### src/rtl/inst_fetch_unit_if.sv
// rtl/inst_fetch_unit_if.sv - instruction memory req/ack bus between fetch unit and memory
interface inst_fetch_unit_if;
    logic        req;
    logic [31:0] addr;
    logic        ack;
    logic [31:0] rdata;

    modport master (output req, output addr, input ack, input rdata);
    modport slave  (input req, input addr, output ack, output rdata);
endinterface

### src/rtl/inst_fetch_unit.sv
// rtl/inst_fetch_unit.sv - RV32IM fetch stage: PC, imem req/ack, IF/ID register with skid, redirect/flush
// Optional misaligned-redirect trap enabled by defining FETCH_MISALIGN_TRAP_EN.
module inst_fetch_unit #(
    parameter logic [31:0] RESET_PC = 32'h0000_0000,
    parameter logic [31:0] PC_INC   = 32'd4
) (
    input  logic                ip_clk,
    input  logic                ip_rst_n,
    input  logic                ip_stall,
    input  logic                ip_redirect_en,
    input  logic [31:0]         ip_redirect_addr,
    inst_fetch_unit_if.master   imem,
    output logic                op_valid,
    output logic [31:0]         op_pc,
    output logic [31:0]         op_instr,
    output logic [6:0]          op_opcode,
    output logic [2:0]          op_funct_3,
    output logic [6:0]          op_funct_7,
    output logic [4:0]          op_rd,
    output logic [4:0]          op_rs1,
    output logic [4:0]          op_rs2
`ifdef FETCH_MISALIGN_TRAP_EN
    ,
    output logic                op_misalign_trap
`endif
);
    localparam logic [31:0] NOP = 32'h0000_0013;

    typedef enum logic [1:0] {S_IDLE, S_FETCH, S_HOLD, S_DROP} state_t;

    state_t      state_q;
    logic [31:0] pc_q, addr_q, instr_q, ifid_pc_q, skid_instr_q, skid_pc_q;
    logic        req_q, valid_q;
    logic [31:0] redir_pc;
    logic        ifid_free;
    logic        trap_d;

    // Masking keeps every redirect bit in use whether or not the trap is built.
    assign redir_pc  = ip_redirect_addr & ~32'h0000_0003;
    assign ifid_free = !valid_q || !ip_stall;

`ifdef FETCH_MISALIGN_TRAP_EN
    logic trap_q;
    assign trap_d = ip_redirect_en ? (ip_redirect_addr[1:0] != 2'b00) : trap_q;

    always_ff @(posedge ip_clk or negedge ip_rst_n) begin
        if (!ip_rst_n) trap_q <= 1'b0;
        else           trap_q <= trap_d;
    end

    assign op_misalign_trap = trap_q;
`else
    assign trap_d = 1'b0;
`endif

    // Skid contents are meaningful only while in S_HOLD.
    always_ff @(posedge ip_clk or negedge ip_rst_n) begin
        if (!ip_rst_n) begin
            state_q      <= S_IDLE;
            pc_q         <= RESET_PC;
            addr_q       <= RESET_PC;
            req_q        <= 1'b0;
            valid_q      <= 1'b0;
            instr_q      <= NOP;
            ifid_pc_q    <= 32'h0;
            skid_instr_q <= 32'h0;
            skid_pc_q    <= 32'h0;
        end else if (ip_redirect_en) begin
            pc_q    <= redir_pc;
            valid_q <= 1'b0;
            if (req_q && !imem.ack) begin
                state_q <= S_DROP;
            end else begin
                state_q <= S_FETCH;
                req_q   <= !trap_d;
                addr_q  <= redir_pc;
            end
        end else begin
            case (state_q)
                S_IDLE: begin
                    state_q <= S_FETCH;
                    req_q   <= !trap_d;
                    addr_q  <= pc_q;
                end
                S_FETCH: begin
                    if (valid_q && !ip_stall) valid_q <= 1'b0;
                    if (req_q && imem.ack) begin
                        pc_q <= pc_q + PC_INC;
                        if (ifid_free) begin
                            instr_q   <= imem.rdata;
                            ifid_pc_q <= pc_q;
                            valid_q   <= 1'b1;
                            addr_q    <= pc_q + PC_INC;
                        end else begin
                            skid_instr_q <= imem.rdata;
                            skid_pc_q    <= pc_q;
                            req_q        <= 1'b0;
                            state_q      <= S_HOLD;
                        end
                    end else if (!req_q && !trap_d) begin
                        req_q  <= 1'b1;
                        addr_q <= pc_q;
                    end
                end
                S_HOLD: begin
                    if (!ip_stall) begin
                        instr_q   <= skid_instr_q;
                        ifid_pc_q <= skid_pc_q;
                        valid_q   <= 1'b1;
                        state_q   <= S_FETCH;
                        req_q     <= !trap_d;
                        addr_q    <= pc_q;
                    end
                end
                S_DROP: begin
                    if (imem.ack) begin
                        state_q <= S_FETCH;
                        req_q   <= !trap_d;
                        addr_q  <= pc_q;
                    end
                end
                default: state_q <= S_IDLE;
            endcase
        end
    end

    assign imem.req   = req_q;
    assign imem.addr  = addr_q;
    assign op_valid   = valid_q;
    assign op_pc      = ifid_pc_q;
    assign op_instr   = instr_q;
    assign op_opcode  = instr_q[6:0];
    assign op_funct_3 = instr_q[14:12];
    assign op_funct_7 = instr_q[31:25];
    assign op_rd      = instr_q[11:7];
    assign op_rs1     = instr_q[19:15];
    assign op_rs2     = instr_q[24:20];
endmodule

### src/flat_wrapper.sv
// flat-port wrapper written by rule: the top's interface ports become plain ports
module inst_fetch_unit_flat 
#(
    parameter logic [31:0] RESET_PC = 32'h0000_0000,
    parameter logic [31:0] PC_INC   = 32'd4
)
  (ip_clk, ip_rst_n, ip_stall, ip_redirect_en, ip_redirect_addr, op_valid, op_pc, op_instr, op_opcode, op_funct_3, op_funct_7, op_rd, op_rs1, op_rs2, imem_req, imem_addr, imem_ack, imem_rdata);
  inst_fetch_unit_if imem_i ();
  input  logic ip_clk;
  input  logic ip_rst_n;
  input  logic ip_stall;
  input  logic ip_redirect_en;
  input  logic [31:0] ip_redirect_addr;
  output logic op_valid;
  output logic [31:0] op_pc;
  output logic [31:0] op_instr;
  output logic [6:0] op_opcode;
  output logic [2:0] op_funct_3;
  output logic [6:0] op_funct_7;
  output logic [4:0] op_rd;
  output logic [4:0] op_rs1;
  output logic [4:0] op_rs2;
  output wire logic [$bits(imem_i.req)-1:0] imem_req;
  output wire logic [$bits(imem_i.addr)-1:0] imem_addr;
  input wire logic [$bits(imem_i.ack)-1:0] imem_ack;
  input wire logic [$bits(imem_i.rdata)-1:0] imem_rdata;
  assign imem_req = imem_i.req;
  assign imem_addr = imem_i.addr;
  assign imem_i.ack = imem_ack;
  assign imem_i.rdata = imem_rdata;
  inst_fetch_unit #(.RESET_PC(RESET_PC), .PC_INC(PC_INC)) u_core (.ip_clk(ip_clk), .ip_rst_n(ip_rst_n), .ip_stall(ip_stall), .ip_redirect_en(ip_redirect_en), .ip_redirect_addr(ip_redirect_addr), .imem(imem_i), .op_valid(op_valid), .op_pc(op_pc), .op_instr(op_instr), .op_opcode(op_opcode), .op_funct_3(op_funct_3), .op_funct_7(op_funct_7), .op_rd(op_rd), .op_rs1(op_rs1), .op_rs2(op_rs2));
endmodule
### config.mk
export PLATFORM = sky130hd
export DESIGN_NAME = inst_fetch_unit_flat
export DESIGN_NICKNAME = d
export VERILOG_FILES = /design/src/rtl/inst_fetch_unit_if.sv /design/src/rtl/inst_fetch_unit.sv /design/src/flat_wrapper.sv
export SDC_FILE = /design/constraint.sdc
export NUM_CORES = 1
export LEC_CHECK = 0
export CORE_MARGIN = 1
export CORE_UTILIZATION = 25
export DETAILED_ROUTE_END_ITERATION = 8
export HOLD_SLACK_MARGIN = 0.02
export PLACE_DENSITY = 0.52
export SLEW_MARGIN = 20
export SYNTH_ARGS = -nofsm -noshare
export SYNTH_HDL_FRONTEND = slang
export SYNTH_SLANG_ARGS = --single-unit
### constraint.sdc
create_clock -name ip_clk -period 2.1 [get_ports ip_clk]
set_clock_uncertainty 0.15 [all_clocks]
set_input_delay 0.42 -clock ip_clk [delete_from_list [all_inputs] [get_ports ip_clk]]
set_output_delay 0.42 -clock ip_clk [all_outputs]
set_load 0.02 [all_outputs]
==> Slide: Implementation Results, run 1 <==
Key Metrics from the Run

STA
  – Slew Limit Fails: 0
  – RSZ-0062 raised after global routing: yes
  – Worst slew pin tran: 519.8 ps
  – Final setup viols: 3
  – Period utilization: 102.2%
  – Final WS setup: -47.06 ps
  – Crit path time final: 2147 ps

Drt
  – Post-DRT Antenna Nets: 0
  – Post-route DRC: 0
  – Met2 Routed Length: 10990 um
  – DRT Pass-1 Iters: 5
  – Initial DRC Count: 375

Floorplan
  – Num ports: 199
  – Core ar.: 34540 um2
  – FP Core Util: 25.38%

Yosys
  – Synth Seq Share: 53.99%
  – Seq cells post-synth: 189
  – Yosys stat chip area: 8767 um2
  – Cell Area, Synth: 8767 um2
  – Top cells by area: dfrtp_1 (53%), mux2_2 (11%), mux2i_1 (7.4%)
  – Number of enable flip-flop cells: 0
  – Most frequent cells after synthesis: dfrtp_1 (186), nor2_1 (90), a21oi_1 (84), mux2_2 (83), mux2i_1 (65)
  – Post-synthesis adder-cell area fraction: 0.1427%
  – AO/OA Area Share: 8.021%
  – Yosys Warn Count: 0

Clock network
  – CTS Hold Bufs: 1
  – Buffers inserted by post-CTS timing repair: 5
  – Post-CTS Resized: 25
  – Latency at later pin: 440 ps
  – Clock buffer count from CTS: 17

Power
  – Seq power: 4.84 mW
  – P_int: 7.621 mW
  – Clock network power: 3.15 mW
  – Sw Ratio: 32.37%
  – PD cells: 889.4 nW/um2

Status
  – Failing checks: negative setup slack
  – Status: finished, violations left

Final layout
  – #MultiIn Comb: 516
  – Non-Clock Buffer Count: 299
  – Finished Layout Cells: 1495
  – Flip-flop and latch area: 4741 um2
  – Logic inverters: 4
  – Top cells excl fill/tap: dfrtp_1 (180), clkdlybuf4s50_1 (179), nor2_1 (90)
  – Finished Core Util: 36.68%
  – MI comb area: 3816 um2
  – Most used logic cell in the final layout: dfrtp_1
  – Final instance area: 12670 um2

Place
  – Worst slack, placed: -557.6 ps
  – Dpl cells: 1447
  – IO buf count: 194

Worst setup path
  – Worst-path fanout max: 8
  – Crit. End Element: flop
  – Worst Path Required: 2330 ps
  – Critical path class: reg -> reg
  – Crit start category: flop

GRT
  – GRT Overall Usage: 13.55%
  – Met3 usage: 3.392%
run 1: worst paths after layout:
check                                          to                start  cells past startpoint  slack, ps
setup reg to reg             u_core.imem.addr[17]    u_core.state_q[1]                      5        -50
max in group asynchronous        u_core.op_pc[21]             ip_rst_n                      3        760
hold reg to reg               u_core.imem.addr[3]  u_core.imem.addr[3]                      2        340
setup / recovery             u_core.imem.addr[17]    u_core.state_q[1]                      5        -50
hold / removal                    u_core.op_valid       ip_redirect_en                      3        290
min in group asynchronous  u_core.skid_instr_q[1]             ip_rst_n                      2        360
run 1: critical path, stage by stage (launching register included):
cell,delay (ps)
dfrtp_2,430
nand4b_4,280
or3_4,480
or4_4,430
a31oi_2,150
mux2_2,170
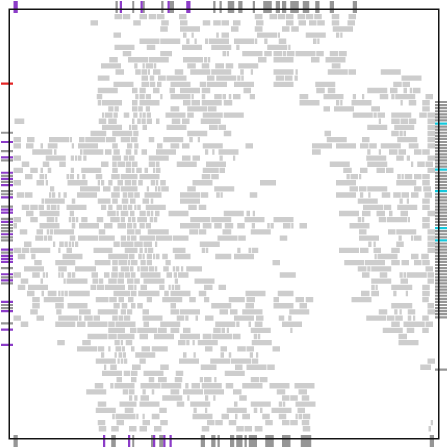
**Above:** run 1 (pin map).
Pins as bars across the die edge, other pins in grey.
port	colour	pins	direction	edge
ip_clk	red	1	input	left
op_rd	cyan	5	output	right
imem_addr	purple	32	output	20 left, 7 top, 5 bottom
all pins by edge	72 right, 43 bottom, 42 left, 42 top

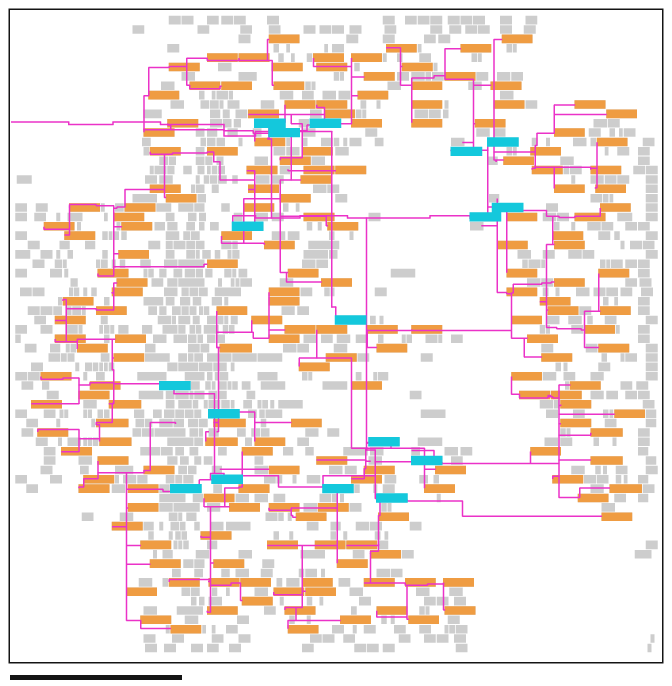
**Above:** run 1 (clock wires, drivers and flops).
Scale bar: 50 um.
[cells driving clock nets] cyan | count: 17
[flip-flops] orange | count: 189
[clock wires] magenta | length: 2680 um
flops lie	spread over the die
routed clock nets	18

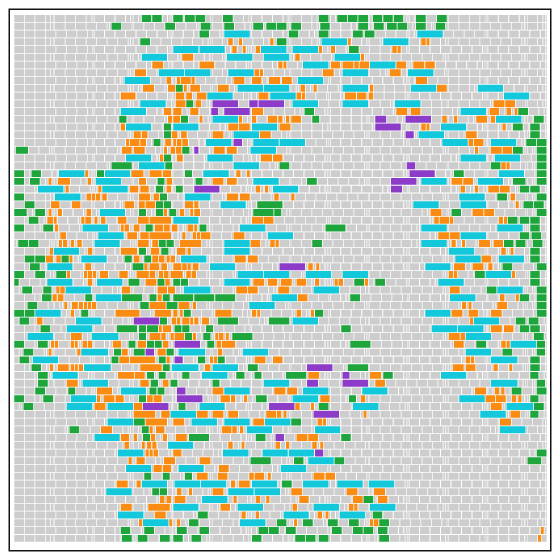
**Above:** run 1 (placement by cell class).
Fill, decap, tap and diode cells in grey.
class	colour	cells
all other logic	orange	520
other buffers and delay cells	green	299
flip-flops	cyan	189
clock drivers and dummy loads	purple	32

==> run 2: changes to the inputs <==
--- a/config.mk
+++ b/config.mk
@@ -9,8 +9,9 @@
 export CORE_UTILIZATION = 25
 export DETAILED_ROUTE_END_ITERATION = 8
 export HOLD_SLACK_MARGIN = 0.02
-export PLACE_DENSITY = 0.52
-export SLEW_MARGIN = 20
+export PLACE_DENSITY = 0.45
+export SKIP_CTS_REPAIR_TIMING = 1
+export SLEW_MARGIN = 5
 export SYNTH_ARGS = -nofsm -noshare
 export SYNTH_HDL_FRONTEND = slang
 export SYNTH_SLANG_ARGS = --single-unit
==> Slide: Implementation Results, run 2 <==
Key Metrics from the Run

Power
  – Leakage: 5.187 nW
  – Sw Ratio: 30.68% (-1.7 points)
  – PD cells: 910.7 nW/um2 (+2.4%)
  – Clock group share of total power: 29.6%
  – Final total power: 11.54 mW
  – Seq power: 4.83 mW (about the same)
  – Sw power: 3.540 mW
  – Clock network power: 3.42 mW (+8.6%)
  – Reg power frac: 41.9%
  – P_int: 8.001 mW (+5.0%)

Worst setup path
  – Crit start category: flop
  – Worst reg2reg path endpoint: u_core.imem.addr[22]
  – CP cell instances: nand4_1 -> buf_4 -> nor4_1 -> buf_4 -> and4b_1 -> a221o_1 -> mux2_4
  – Critical path class: reg -> reg
  – Reg2reg start: u_core.pc_q[10]
  – CP delay by family, top: simple AND/OR/NAND/NOR gates
  – CP max-delay cell: dfrtp_1
  – Worst Path Required: 2330 ps (about the same)
  – Worst Setup SP: u_core.pc_q[10]
  – Critical path capture point: u_core.imem.addr[22]
  – R2R depth: 7 (+2)
  – Worst-path fanout max: 4 (-4)
  – CP most frequent cell: buf_4
  – Stages on the worst setup path: 7 (+2)
  – Worst Path Buf+Inv: 2 (+2)
  – Crit path largest cell delay: 390 ps (-90 ps)
  – Crit. End Element: flop
  – R2R setup slack: -7 ps (+40 ps)

Worst hold path
  – Hold Startpoint: ip_redirect_en
  – Worst Hold End: u_core.pc_q[30]
  – Hold depth: 2 (-1)

Yosys
  – Yosys stat chip area: 8767 um2 (unchanged)
  – Dominant flop cell: dfrtp_1
  – Synth logic family: multiplexers
  – Number of enable flip-flop cells: 0 (unchanged)
  – Synth Seq Share: 53.99% (unchanged)
  – Top cells by area: dfrtp_1 (53%), mux2_2 (11%), mux2i_1 (7.4%)
  – Yosys Warn Count: 0 (unchanged)
  – Netlist cell types: 46
  – AO/OA Area Share: 8.021% (unchanged)
  – Max-area cell share: 53.09%
  – Seq cells post-synth: 189 (unchanged)
  – Most numerous cell in the Yosys netlist: dfrtp_1
  – Simple share: 11.65%
  – Post-synthesis adder-cell area fraction: 0.1427% (unchanged)
  – Most frequent cells after synthesis: dfrtp_1 (186), nor2_1 (90), a21oi_1 (84), mux2_2 (83), mux2i_1 (65)
  – Cell Area, Synth: 8767 um2 (unchanged)

Status
  – Failing checks: negative setup slack
  – Status: finished, violations left

Place
  – DPL Wire Length: 17530 um
  – IO buf count: 194 (unchanged)
  – Worst slack, placed: -585.0 ps (-27.36 ps)

Floorplan
  – Core ar.: 34540 um2 (unchanged)
  – Die area: 35820 um2
  – FP Core Util: 25.38% (unchanged)
  – Num ports: 199 (unchanged)

Flow run
  – Tool warnings: 30
  – Max-Cap Viols: 0

Final layout
  – Top cells excl fill/tap: dfrtp_1 (183), clkdlybuf4s50_1 (179), nor2_1 (89)
  – Syn-to-layout area delta: 44.56%
  – Final instance area: 12670 um2 (about the same)
  – Finished Core Util: 36.69% (about the same)
  – Final nets: 1097
  – Antenna Cells: 0
  – Most used logic cell in the final layout: dfrtp_1

STA
  – Crit path time final: 2107 ps (-40.30 ps)
  – FMAX: 474.7 MHz
  – RSZ-0062 raised after global routing: yes
  – Final WS setup: -6.760 ps (+40.30 ps)
  – Final setup viols: 1 (-2)
  – Slew Limit Fails: 0 (unchanged)
  – Period utilization: 100.3% (-1.9 points)

Drt
  – Avg WL per Cell: 16.59 um
  – Post-route DRC: 0 (unchanged)
  – Routed WL: 24800 um
  – Vias: 6660
  – Post-DRT Antenna Nets: 0 (unchanged)
  – Initial DRC Count: 317 (-15%)
  – DRT Pass-1 Iters: 4 (-1)

Clock network
  – Max Buffers Root-to-Sink: 2
  – Latency at later pin: 440 ps (about the same)
  – Clock buffer count from CTS: 17 (unchanged)
  – Root Driver: clkbuf_16

GRT
  – GR Overflow Total: 0
  – GRT Overall Usage: 14.15% (+0.60 points)
run 2: cell counts after synthesis:
No cell type changed its count.
run 2: metrics by stage:
step | std cells | TNS, ps
after detailed placement | 1456 | -81160
after global routing | 1495 | -391.8
after CTS | 1488 | -2663
after floorplan | 796 | -5.483
final | 1495 | -6.760
after global placement | 1456 | -77560
run 2: layer usage:
layer  up-vias  track usage (%)  wire [um]
li1       3227                -          -
met1      3233            20.53      12370
met2       178            20.98      10950
met3        22            3.170       1150
met4         0            3.846        334
met5         -                0          0
run 2: cell type report:
type | count | area, um2
Fill cell | 3470 | 21870
Tap cell | 455 | 569.3
Inverter | 4 | 15.01
Timing Repair Buffer | 300 | 3065
Multi-Input combinational cell | 515 | 3679
Sequential cell | 189 | 4737
Clock buffer | 20 | 446.7
Clock inverter | 12 | 161.4
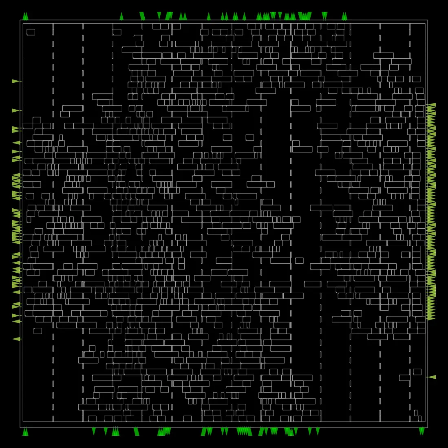
**Above:** run 2 (cell placement).
Finished Layout Cells: 1495
Seq cells: 189
Site Rows: 68

Power figures rest on the tool's default switching activity, not on a simulated workload.
